==> config.mk <==
export PLATFORM = sky130hd
export DESIGN_NAME = cmd_seq_master
export DESIGN_NICKNAME = d
export VERILOG_FILES = /design/src/rtl/cmd_seq_master.sv
export SDC_FILE = /design/constraint.sdc
export NUM_CORES = 1
export LEC_CHECK = 0
export CORE_MARGIN = 4
export CORE_UTILIZATION = 50
export CTS_CLUSTER_DIAMETER = 200
export CTS_CLUSTER_SIZE = 30
export DETAILED_ROUTE_END_ITERATION = 8
export PLACE_DENSITY = 0.73
export RECOVER_POWER = 50
export SLEW_MARGIN = 20
export SYNTH_ARGS = -nofsm -noshare
export SYNTH_HDL_FRONTEND = slang
export SYNTH_SLANG_ARGS = --single-unit
export TNS_END_PERCENT = 50
==> constraint.sdc <==
create_clock -name clk -period 5.3 [get_ports clk]
set_input_delay 1.06 -clock clk [delete_from_list [all_inputs] [get_ports clk]]
set_output_delay 1.06 -clock clk [all_outputs]
set_load 0.005 [all_outputs]
==> src/rtl/cmd_seq_master.sv <==
// Command table sequencer in front of CommMaster.
// Sends each entry, checks the reply, retries on timeout.
module cmd_seq_master #(
  parameter int DEPTH     = 16,
  parameter int CMD_W     = 8,
  parameter int DATA_W    = 16,
  parameter int RESP_W    = 8,
  parameter int TIMEOUT   = 1_000_000,
  parameter int MAX_RETRY = 2
) (
  input  logic                     clk,
  input  logic                     rst,
  input  logic                     wr_en,
  input  logic [$clog2(DEPTH)-1:0] wr_addr,
  input  logic [CMD_W-1:0]         wr_cmd,
  input  logic [DATA_W-1:0]        wr_data,
  input  logic [RESP_W-1:0]        wr_exp,
  input  logic                     wr_chk,
  input  logic [$clog2(DEPTH):0]   len,
  input  logic                     start,
  input  logic                     abort,
  output logic [CMD_W-1:0]         cmd,
  output logic [DATA_W-1:0]        data,
  output logic                     snd_cmd,
  input  logic                     frm_snt,
  input  logic                     resp_rdy,
  input  logic [RESP_W-1:0]        resp,
  output logic                     clr_resp_rdy,
  output logic                     busy,
  output logic                     done,
  output logic                     pass,
  output logic [$clog2(DEPTH)-1:0] fail_idx,
  output logic [1:0]               err_code,
  output logic [7:0]               n_retries
);

  localparam int AW = $clog2(DEPTH);
  localparam int LW = AW + 1;
  localparam int TW = (TIMEOUT > 1) ? $clog2(TIMEOUT) : 1;

  typedef enum logic [2:0] {
    S_IDLE,
    S_LOAD,
    S_SEND,
    S_WSNT,
    S_WRESP,
    S_CHECK,
    S_FIN
  } state_t;

  logic [CMD_W-1:0]  cmd_mem  [DEPTH];
  logic [DATA_W-1:0] data_mem [DEPTH];
  logic [RESP_W-1:0] exp_mem  [DEPTH];
  logic              chk_mem  [DEPTH];

  state_t            state_q, state_d;
  logic [AW-1:0]     idx_q, idx_d;
  logic [LW-1:0]     len_q, len_d;
  logic [LW-1:0]     len_c;
  logic [CMD_W-1:0]  cmd_q, cmd_d;
  logic [DATA_W-1:0] data_q, data_d;
  logic [RESP_W-1:0] exp_q, exp_d;
  logic              chk_q, chk_d;
  logic [RESP_W-1:0] resp_q, resp_d;
  logic [7:0]        retry_q, retry_d;
  logic [TW-1:0]     cnt_q, cnt_d;
  logic [7:0]        nret_q, nret_d;
  logic [1:0]        err_q, err_d;
  logic              pass_q, pass_d;
  logic [AW-1:0]     fidx_q, fidx_d;
  logic              go_fin;
  logic [1:0]        fin_err;
  logic              last;
  logic              t_out;

  // Table is writable only while idle and is never reset.
  always_ff @(posedge clk) begin
    if (wr_en && state_q == S_IDLE) begin
      cmd_mem[wr_addr]  <= wr_cmd;
      data_mem[wr_addr] <= wr_data;
      exp_mem[wr_addr]  <= wr_exp;
      chk_mem[wr_addr]  <= wr_chk;
    end
  end

  assign len_c = (len > LW'(DEPTH)) ?
                 LW'(DEPTH) : len;
  assign last  = ({1'b0, idx_q} ==
                  (len_q - LW'(1)));
  assign t_out = (cnt_q == TW'(TIMEOUT - 1));

  always_comb begin
    state_d = state_q;
    idx_d   = idx_q;
    len_d   = len_q;
    cmd_d   = cmd_q;
    data_d  = data_q;
    exp_d   = exp_q;
    chk_d   = chk_q;
    resp_d  = resp_q;
    retry_d = retry_q;
    cnt_d   = cnt_q;
    nret_d  = nret_q;
    err_d   = err_q;
    pass_d  = pass_q;
    fidx_d  = fidx_q;
    go_fin  = 1'b0;
    fin_err = 2'd0;
    unique case (state_q)
      S_IDLE: begin
        if (start) begin
          len_d  = len_c;
          idx_d  = '0;
          nret_d = '0;
          if (len_c == '0) begin
            go_fin = 1'b1;
          end else begin
            state_d = S_LOAD;
          end
        end
      end
      S_LOAD: begin
        cmd_d   = cmd_mem[idx_q];
        data_d  = data_mem[idx_q];
        exp_d   = exp_mem[idx_q];
        chk_d   = chk_mem[idx_q];
        retry_d = '0;
        state_d = S_SEND;
      end
      S_SEND: begin
        state_d = S_WSNT;
      end
      S_WSNT: begin
        if (frm_snt) begin
          cnt_d   = '0;
          state_d = S_WRESP;
        end
      end
      S_WRESP: begin
        cnt_d = cnt_q + 1'b1;
        // A reply on the deadline cycle still counts.
        if (resp_rdy) begin
          resp_d  = resp;
          state_d = S_CHECK;
        end else if (t_out) begin
          if (retry_q < 8'(MAX_RETRY)) begin
            retry_d = retry_q + 8'd1;
            nret_d  = (nret_q == 8'hFF) ?
                      nret_q : nret_q + 8'd1;
            state_d = S_SEND;
          end else begin
            go_fin  = 1'b1;
            fin_err = 2'd2;
          end
        end
      end
      S_CHECK: begin
        if (chk_q && resp_q != exp_q) begin
          go_fin  = 1'b1;
          fin_err = 2'd1;
        end else if (last) begin
          go_fin = 1'b1;
        end else begin
          idx_d   = idx_q + 1'b1;
          state_d = S_LOAD;
        end
      end
      S_FIN: begin
        state_d = S_IDLE;
      end
      default: begin
        state_d = S_IDLE;
      end
    endcase
    if (abort && state_q != S_IDLE &&
        state_q != S_FIN) begin
      idx_d   = idx_q;
      retry_d = retry_q;
      nret_d  = nret_q;
      go_fin  = 1'b1;
      fin_err = 2'd3;
    end
    if (go_fin) begin
      state_d = S_FIN;
      err_d   = fin_err;
      pass_d  = (fin_err == 2'd0);
      fidx_d  = (fin_err == 2'd0) ?
                '0 : idx_q;
    end
  end

  always_ff @(posedge clk) begin
    if (rst) begin
      state_q <= S_IDLE;
      idx_q   <= '0;
      len_q   <= '0;
      cmd_q   <= '0;
      data_q  <= '0;
      exp_q   <= '0;
      chk_q   <= 1'b0;
      resp_q  <= '0;
      retry_q <= '0;
      cnt_q   <= '0;
      nret_q  <= '0;
      err_q   <= '0;
      pass_q  <= 1'b0;
      fidx_q  <= '0;
    end else begin
      state_q <= state_d;
      idx_q   <= idx_d;
      len_q   <= len_d;
      cmd_q   <= cmd_d;
      data_q  <= data_d;
      exp_q   <= exp_d;
      chk_q   <= chk_d;
      resp_q  <= resp_d;
      retry_q <= retry_d;
      cnt_q   <= cnt_d;
      nret_q  <= nret_d;
      err_q   <= err_d;
      pass_q  <= pass_d;
      fidx_q  <= fidx_d;
    end
  end

  assign cmd          = cmd_q;
  assign data         = data_q;
  assign snd_cmd      = (state_q == S_SEND);
  assign clr_resp_rdy = (state_q == S_CHECK);
  assign busy         = (state_q != S_IDLE);
  assign done         = (state_q == S_FIN);
  assign pass         = pass_q;
  assign fail_idx     = fidx_q;
  assign err_code     = err_q;
  assign n_retries    = nret_q;

endmodule

==> run notes, run 1 <==
yosys + openroad results -> share of cells above drive strength 1=18.9%, Seq share, synth=73.7%, Congestion Overflow GR=0, RD Place Congestion=0.824, Slowest cell on crit path=clkbuf_1, TritonCTS Buffers=24, vias in the first global route=11900, dpl cells=1967, clk ins delay skew pair=580 ps, die height=228 um, yosys warning tally=0, Die W=228 um, via count=12100, worst min path class=flop to flop, Synth-to-Final Area Change=12.0%, hold slack=464 ps, Worst EP arrival=3900 ps, I/O Buffers=99, crit path time final=3460 ps, die area=51800 um2, critical-path cell list=clkbuf_1 > nor2_4 > buf_8 > buf_16 > nand2_1 > o21ai_0, final cell count without fillers=2016, final design area excluding fillers=27000 um2, Final Slew Violations=56, DP Worst Slack=1520 ps, post-CTS sizing=0, Leakage=8.24 nW, slowest stage delay, CP=1760 ps, tally of OpenROAD warnings=26, TritonRoute pass-1 iters=5, RSZ-0062 raised after global routing=no, Post-Synthesis Cells=1286, Worst Max-Slew Pin Slew=2550 ps, FFs w/ async S/R, synth=0%, Final Hold Fails=0, clock sinks=624, cell taking the most area after synthesis=edfxtp_1, H-tree levels=1, worst-path maximum fanout=55, Cell Area, Placed=26200 um2, Fillers=3554, Final period util=65.2%, PwrDens=333 nW/um2, setup_tns=0 ps, most used logic cell in the final layout=edfxtp_1, first-pass GRT wire length=76.1 mm, Fin Clk Skew=17.6 ps, Clock Pin Slew Worst Setup and Hold Paths=110 ps, # IOs=100, CTS tree=built, Critical Path RT=5750 ps, GRT Util Overall=19.7%, initial DRC count=1353, failing checks=capacitance limit, slew limit, post-synthesis cell area=24100 um2, Top cells excl fill/tap=edfxtp_1 (528), mux4_2 (165), nand2_1 (92), dfxtp_1 (92), dlygate4sd3_1 (60), Max Freq=0.289 GHz, core area=47700 um2, Post-CTS Setup Inserts=0, MaxCap Viol Count=1, Max-area cell share=65.8%, Synth cell types=58, Crit Path Class=primary input to flop, syn nets=1348, count of final setup violators=0, post-route setup slack=1840 ps, via-per-instance ratio=5.99, Post-synth EDFFs=528, # DRC=0, Max VDD drop=0.000217 V, dpl hpwl=31.5 mm, number of cell rows=80, main area contributors after synthesis=edfxtp_1 (66%), mux4_2 (15%), dfxtp_1 (8.0%), nand2_1 (1.4%), nor2_1 (0.92%), # Cells Yosys=1286, initial antenna violation count=1, largest net degree at the start of global routing=77, final layout net count=1443, Most common reg cell=edfxtp_1, Post-Syn Area per Cell=18.7 um2, Worst setup EP type=flop, Pwr Total=8.98 mW, Worst Setup Start Kind=primary input, post-synth area from yosys stat=24100 um2, root buf cell=clkbuf_16, number of routed nets with antenna violations=0, CTS Buffer Depth=3, outcome=finished with violations, FP Util=50.5%, flops out of synthesis=624
## run 1: kinds of logic after synthesis
family	Yosys count	synth area share [%]
AND/OR/NAND/NOR	265	5.39
buffers and inverters	103	1.72
flip-flops	624	73.7
adder cells (fa/ha/maj)	5	0.259
XOR/XNOR	25	0.908
multiplexers	173	15.8
AND-OR/OR-AND	91	2.21
## run 1: synthesized netlist by cell type (2+ instances only)
cell and number:
mux4_2 165, nand3_1 19, and3_1 8, nor4_1 2, buf_2 6, xor2_1 12
clkbuf_8 2, nand3b_1 6, mux2_2 7, a21oi_1 35, and4_1 2, edfxtp_1 528
o211ai_1 4, a21o_1 2, ha_1 5, or3_1 6, o21ai_0 35, nor3b_1 2
a211oi_1 2, nand4_1 18, o32ai_1 2, and3b_1 2, buf_1 10, inv_1 41
nor2_1 59, and2_1 9, nor3_1 13, clkbuf_1 44, nand2b_1 4, or4_1 2
xnor2_1 13, or2_2 5, nand2_1 92, dfxtp_1 96, nand4b_1 4, or4b_1 2
## run 1: where the power goes
part           leakage, nW  switching [mW]  total [mW]  internal [mW]
Sequential            5.54           0.126        5.61           5.49
Clock                0.333            1.38        2.28          0.906
Combinational         2.37           0.600        1.09          0.485
Total                 8.24            2.10        8.98           6.88
## run 1: routing by layer
| metal | up-vias | part of all wire [%] | global-route usage (%) | wire length [um] |
|---|---|---|---|---|
| li1 | 5273 | - | - | - |
| met1 | 6317 | 43 | 29.9 | 22000 |
| met2 | 435 | 48 | 31.0 | 24200 |
| met3 | 42 | 7.7 | 3.82 | 3900 |
| met4 | 0 | 1.1 | 2.83 | 550 |
| met5 | - | 0 | 0 | 0 |
## run 1: final timing paths
| check | start | end | slack [ps] | depth (start not counted) |
|---|---|---|---|---|
| setup / recovery | rst | cmd[1] | 1840 | 6 |
| hold / removal | cmd[6] | cmd[6] | 460 | 2 |
| setup reg to reg | state_q[1] | data_mem[12][11] | 2030 | 5 |
| hold reg to reg | cmd[6] | cmd[6] | 460 | 2 |
## run 1: flip-flops by register name, summed over array words and instances, names as in the netlist, 4 cells and up
register and flops:
data_mem 256, len_q 5, exp_mem 128, data 16
cmd_mem 128, exp_q 8, idx_q 4, chk_mem 16
resp_q 8, cnt_q 20, n_retries 8, cmd 8
fail_idx 4, retry_q 8
## run 1: critical path, delay by kind of cell
| kind | cells | cell delay [ps] |
|---|---|---|
| AOI/OAI and AO/OA | 1 | 70 |
| buffers and inverters | 3 | 2250 |
| and+or+nand+nor | 2 | 460 |
## run 1: layout make-up
| type | instances | area [um2] | share of cell area, % |
|---|---|---|---|
| sequential | 624 | 17800 | 65.9 |
| multi-input combinational | 559 | 6040 | 22.4 |
| timing repair buffer | 131 | 1540 | 5.70 |
| tap | 615 | 769 | 2.85 |
| clock buffer | 43 | 693 | 2.57 |
| inverter | 41 | 154 | 0.570 |
| clock inverter | 1 | 8.76 | 0.0324 |
| antenna | 2 | 5.00 | 0.0185 |
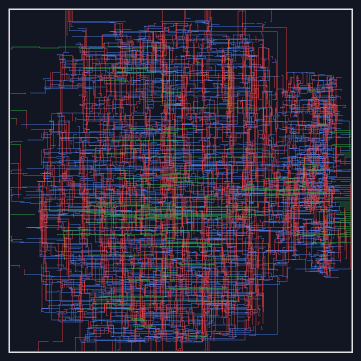
Run 1: routed metal, one colour a layer
Drawn at 1.5 px/um.
[red] metal 2 | wire length: 24.2 mm
[blue] metal 1 | wire length: 22.0 mm
[green] metal 3 | wire length: 3900 um
[orange] metal 4 | wire length: 550 um
final wirelength: 50.7 mm
Avg WL per Cell: 25.1 um

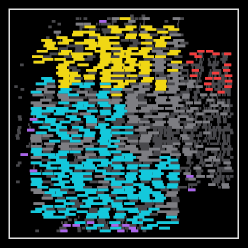
Run 1: where the registers sit
Drawn at 1 px/um.
[red] cnt_q | sequential cells: 20 | where: north-east
[cyan] data_mem | sequential cells: 256
[yellow] cmd_mem | sequential cells: 128
[purple] data | sequential cells: 16
not coloured: 204
sequential cell power: 5.61 mW
register area: 17800 um2
Layout Utilization: 56.5%
Seq area share: 65.9%

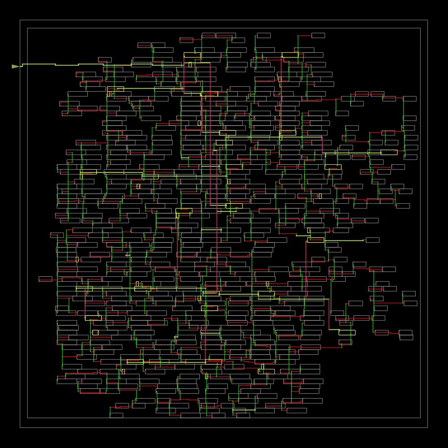
Run 1: clock nets
Clock buffer cells: 43
registers: 624
Power Clock: 2.28 mW

==> run 2: changes to the inputs <==
- PLACE_DENSITY: 0.73 -> 0.75
- clock period: 5.3 -> 3 ns (I/O delays scaled with it)
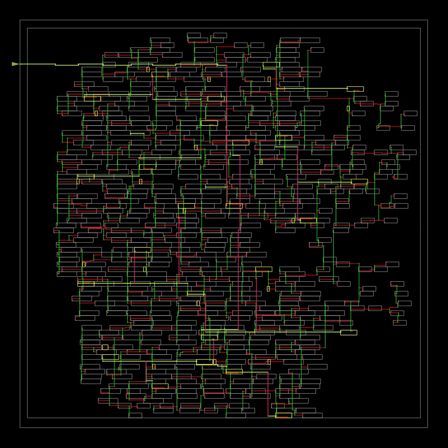
Run 2: clock nets
TritonCTS Buffers: 24
Power Clock: 4.03 mW
Fin Clk Skew: 18.5 ps
clk ins delay skew pair: 590 ps

==> run 2 against run 1 <==
The flow now finishes without violations. Combinational power increased by 81%. Utilization fell by 0.15 points. Clock skew up 0.84 ps. Worst setup slack worse by 1600 ps. Area after synthesis unchanged. Die size unchanged. Register-to-register slack got worse by 1700 ps. First-iteration DRC count down 2.1%. Count of clock-buffer cells in the layout did not move. Flip-flop count unchanged. Clock power increased by 77%. Critical path depth decreased by 4. Highest routed layer is now met5.
==> run notes, run 2 <==
yosys + openroad results -> initial DRC count=1325, final layout net count=1458, Max VDD drop=0.000429 V, root buf cell=clkbuf_16, DP Worst Slack=187 ps, Final period util=90.9%, # Cells Yosys=1286, WHS Path Cells=2, FP Util=50.5%, die area=51800 um2, number of routed nets with antenna violations=0, hold_sp=rst, syn nets=1348, Max Freq=0.367 GHz, main area contributors after synthesis=edfxtp_1 (66%), mux4_2 (15%), dfxtp_1 (8.0%), nand2_1 (1.4%), nor2_1 (0.92%), Top reg by flops=data_mem, Post-Synthesis Cells=1286, Clock Pin Slew Worst Setup and Hold Paths=120 ps, H-tree levels=1, Worst Setup Start Kind=flop, outcome=finished, final reports clean, # DRC=0, GRT Util Overall=19.0%, Most common reg cell=edfxtp_1, flops out of synthesis=624, crit path time final=2730 ps, Worst Hold End=n_retries[0], worst min path class=primary input to flop, Fillers=3509, Logic cell area=6050 um2, setup_tns=0 ps, worst-path maximum fanout=13, first-pass GRT wire length=75.2 mm, Post-Syn Area per Cell=18.7 um2, RD Place Congestion=0.852, clock sinks=624, Critical Path RT=2400 ps, via count=12000, met3 Use GR=2.71%, Pwr Total=15.9 mW, top flop regs=data_mem x256, cmd_mem x128, exp_mem x128, routing usage on met1=28.4%, final wirelength=48.4 mm, largest net degree at the start of global routing=96
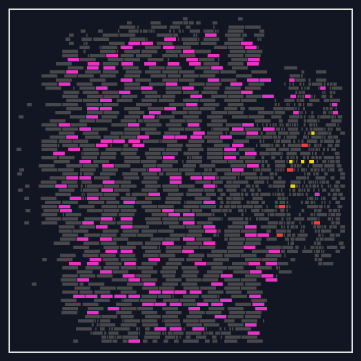
Run 2: logic cells by family
Drawn at 1.5 px/um.
[magenta] mux cells | cells: 173
[yellow] non-inverting ao/oa cells | cells: 5 | where: east
[red] fa/ha/maj cells | cells: 5 | where: east
most used logic cell in the final layout: edfxtp_1
Comb area share: 22.5%
final cell count without fillers: 2031

run 2: critical path, cell delays in order, from the launching register on:
cell and delay [ps]:
dfxtp_1 590, and3b_1 400, clkdlybuf4s50_1 560
run 2: report_power, final:
group	leakage, nW	switching (mW)	total (mW)	internal [mW]
clock network	0.333	2.43	4.03	1.60
registers	5.53	0.158	9.85	9.69
logic	2.30	1.09	1.97	0.879
total	8.17	3.68	15.9	12.2
run 2: final cells by class:
type,instances,area share [%]
Antenna cell,2,0.0186
Clock buffer,43,2.57
Clock inverter,1,0.0325
Inverter,41,0.572
Multi-Input combinational cell,559,22.5
Sequential cell,624,66.1
Tap cell,615,2.86
Timing Repair Buffer,146,5.43
run 2: cells by family (layout without fill, tap and decap cells):
logic type      Yosys count  in the layout  share of synthesized area [%]
mux                     173            173                           15.8
buf+inv                 103            231                           1.72
fa+ha+maj                 5              5                          0.259
compound gates           91             91                           2.21
other cells               0              2                              0
simple gates            265            265                           5.39
flops                   624            624                           73.7
xor+xnor                 25             25                          0.908
run 2: how the worst max path moves through the flow:
stage	from	to	slack, ps	cells after the start
floorplan	state_q[0]	chk_mem[4]	-630	5
global placement	wr_addr[1]	data_mem[0][11]	220	4
detailed placement	wr_addr[1]	data_mem[0][0]	190	4
CTS	state_q[0]	clr_resp_rdy	260	2
global route	state_q[0]	data_mem[9][11]	130	6
finish	state_q[0]	clr_resp_rdy	270	2
run 2: per-layer routing:
metal,wire length (um),up-vias
li1,-,5292
met1,21000,6314
met2,23900,369
met3,2920,52
met4,592,6
met5,36,-
==> run 3: changes to the inputs <==
- CORE_UTILIZATION: 50 -> 40
- PLACE_DENSITY: 0.75 -> 0.64
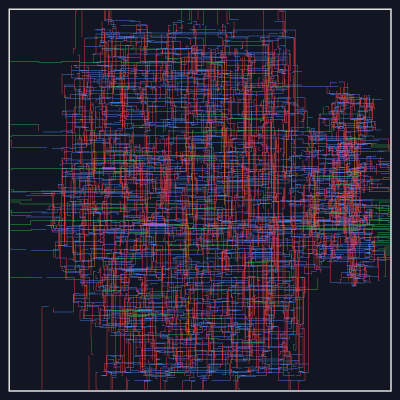
Run 3: routed metal, one colour a layer
Drawn at 1.5 px/um.
GRT Util Overall: 15.3%
Avg WL per Cell: 22.6 um
final wirelength: 49.7 mm
via count: 11900

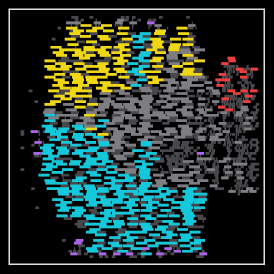
Run 3: where the registers sit
Drawn at 1 px/um.
[purple] data | sequential cells: 16
[red] cnt_q | sequential cells: 20
[yellow] cmd_mem | sequential cells: 128
[cyan] data_mem | sequential cells: 256
not coloured: 204
Seq area share: 65.2%
sequential cell power: 9.84 mW
Layout Utilization: 46.0%

==> run 3 against run 2 <==
Final area grew 1.3%. Cell count grew 8.1%. Largest cell class unchanged. Worst setup slack lost 24 ps. Largest power group unchanged. Via count shrank 1.5%. Non-clock buffer count grew 5. Global-route usage shrank 3.7 points. Highest routed layer unchanged. Maximum frequency shrank 0.86%.
==> run notes, run 3 <==
yosys + openroad results -> Worst setup EP type=flop, count of final setup violators=0, Final period util=91.7%, FFs w/ async S/R, synth=0%, number of cell rows=89, # Cells Yosys=1286, routed length on met3=2.68 mm, top flop regs=data_mem x256, cmd_mem x128, exp_mem x128, root buf cell=clkbuf_16, worst min path class=flop to flop, Max-area cell share=65.8%, CTS tree=built, Cell Area, Placed=26700 um2, initial DRC count=894, critical-path cell list=nor3_1 > clkbuf_1 > nand4b_1 > clkbuf_2 > nor2_1 > clkbuf_2, Critical Path RT=3210 ps, number of routed nets with antenna violations=0, cell taking the most area after synthesis=edfxtp_1, Most common reg cell=edfxtp_1, Crit Path Class=flop to flop, CTS Buffer Depth=3, I/O Buffers=99, most used cell, CP=clkbuf_2, Max Freq=0.364 GHz, Leakage=8.22 nW, Congestion Overflow GR=0, Worst EP arrival=2960 ps, launch point of the worst reg-to-reg path=state_q[0], Fin Clk Skew=15.9 ps, post-CTS sizing=0, die area=64300 um2, Post-synth EDFFs=528, worst-path maximum fanout=23, post-route setup slack=250 ps, cell with the most instances after synthesis=edfxtp_1, Top reg by flops=data_mem, dpl cells=2148, FP Util=40.6%, PwrDens=582 nW/um2, Post-CTS Setup Inserts=0, Fillers=4985, # DRC=0, top post-synthesis cells by count=edfxtp_1 (528), mux4_2 (165), dfxtp_1 (96), nand2_1 (92), nor2_1 (59), vias in the first global route=12100, WHS Path Cells=2, outcome=finished, final reports clean, MaxCap Viol Count=0, Synth cell types=58, post-synthesis cell area=24100 um2, hold slack=465 ps, syn nets=1348, Final Hold Fails=0, TritonRoute pass-1 iters=5, Die W=254 um, Post-Syn Area per Cell=18.7 um2, Synth-to-Final Area Change=13.1%, flops out of synthesis=624, most used logic cell in the final layout=edfxtp_1, Worst Setup Start Kind=flop, max reg flops=256, crit path time final=2750 ps, share of cells above drive strength 1=19.7%, RSZ-0062 raised after global routing=no, Post-Synthesis Cells=1286, DP Worst Slack=233 ps, yosys warning tally=0, RD Place Congestion=0.809, final design area excluding fillers=27300 um2, Final Slew Violations=0, Worst Hold End=data[11], core area=59400 um2, clock sinks=624, post-synth area from yosys stat=24100 um2, tally of OpenROAD warnings=27, R2R Path End=data_mem[14][13]
-- run 3: cell counts after synthesis --
No cell type changed its count.
-- run 3: power by group --
| group | total [mW] | switching (mW) | internal, mW |
|---|---|---|---|
| clock | 4.06 | 2.45 | 1.60 |
| combinational | 1.99 | 1.09 | 0.899 |
| sequential | 9.84 | 0.147 | 9.69 |
-- run 3: cells by family after synthesis --
| kind of cell | Yosys count | synth area share [%] |
|---|---|---|
| compound gates | 91 | 2.21 |
| xor+xnor | 25 | 0.908 |
| fa+ha+maj | 5 | 0.259 |
| buf+inv | 103 | 1.72 |
| flops | 624 | 73.7 |
| mux | 173 | 15.8 |
| simple gates | 265 | 5.39 |
-- run 3: layout make-up --
cell class	instances	area, um2	area share, %
Timing Repair Buffer	151	1630	5.97
Clock inverter	1	8.76	0.0321
Antenna cell	4	10.0	0.0367
Multi-Input combinational cell	559	6030	22.1
Clock buffer	43	693	2.54
Tap cell	773	967	3.55
Sequential cell	624	17800	65.2
Inverter	41	154	0.564
-- run 3: worst max-delay path by stage --
stage / start / to / slack [ps] / cells past startpoint
finish: state_q[0] / data_mem[14][13] / 250 / 6
global route: state_q[0] / data_mem[14][13] / 120 / 6
CTS: state_q[0] / clr_resp_rdy / 260 / 2
detailed placement: wr_addr[1] / cmd_mem[4][1] / 230 / 4
global placement: wr_addr[1] / data_mem[0][14] / 250 / 4
floorplan: state_q[0] / chk_mem[4] / -630 / 5
-- run 3: per-layer routing --
layer | global-route usage, % | vias up
met4 | 2.44 | 4
met5 | 0 | -
met3 | 2.03 | 40
li1 | - | 5302
met2 | 25.6 | 254
met1 | 22.3 | 6258
-- run 3: worst max-delay path: cells and delay by family, from the launching register on --
family	cells	cell delay (ps)
simple gates	3	620
flops	1	460
buf+inv	3	1260
Power and IR drop assume default switching activity.
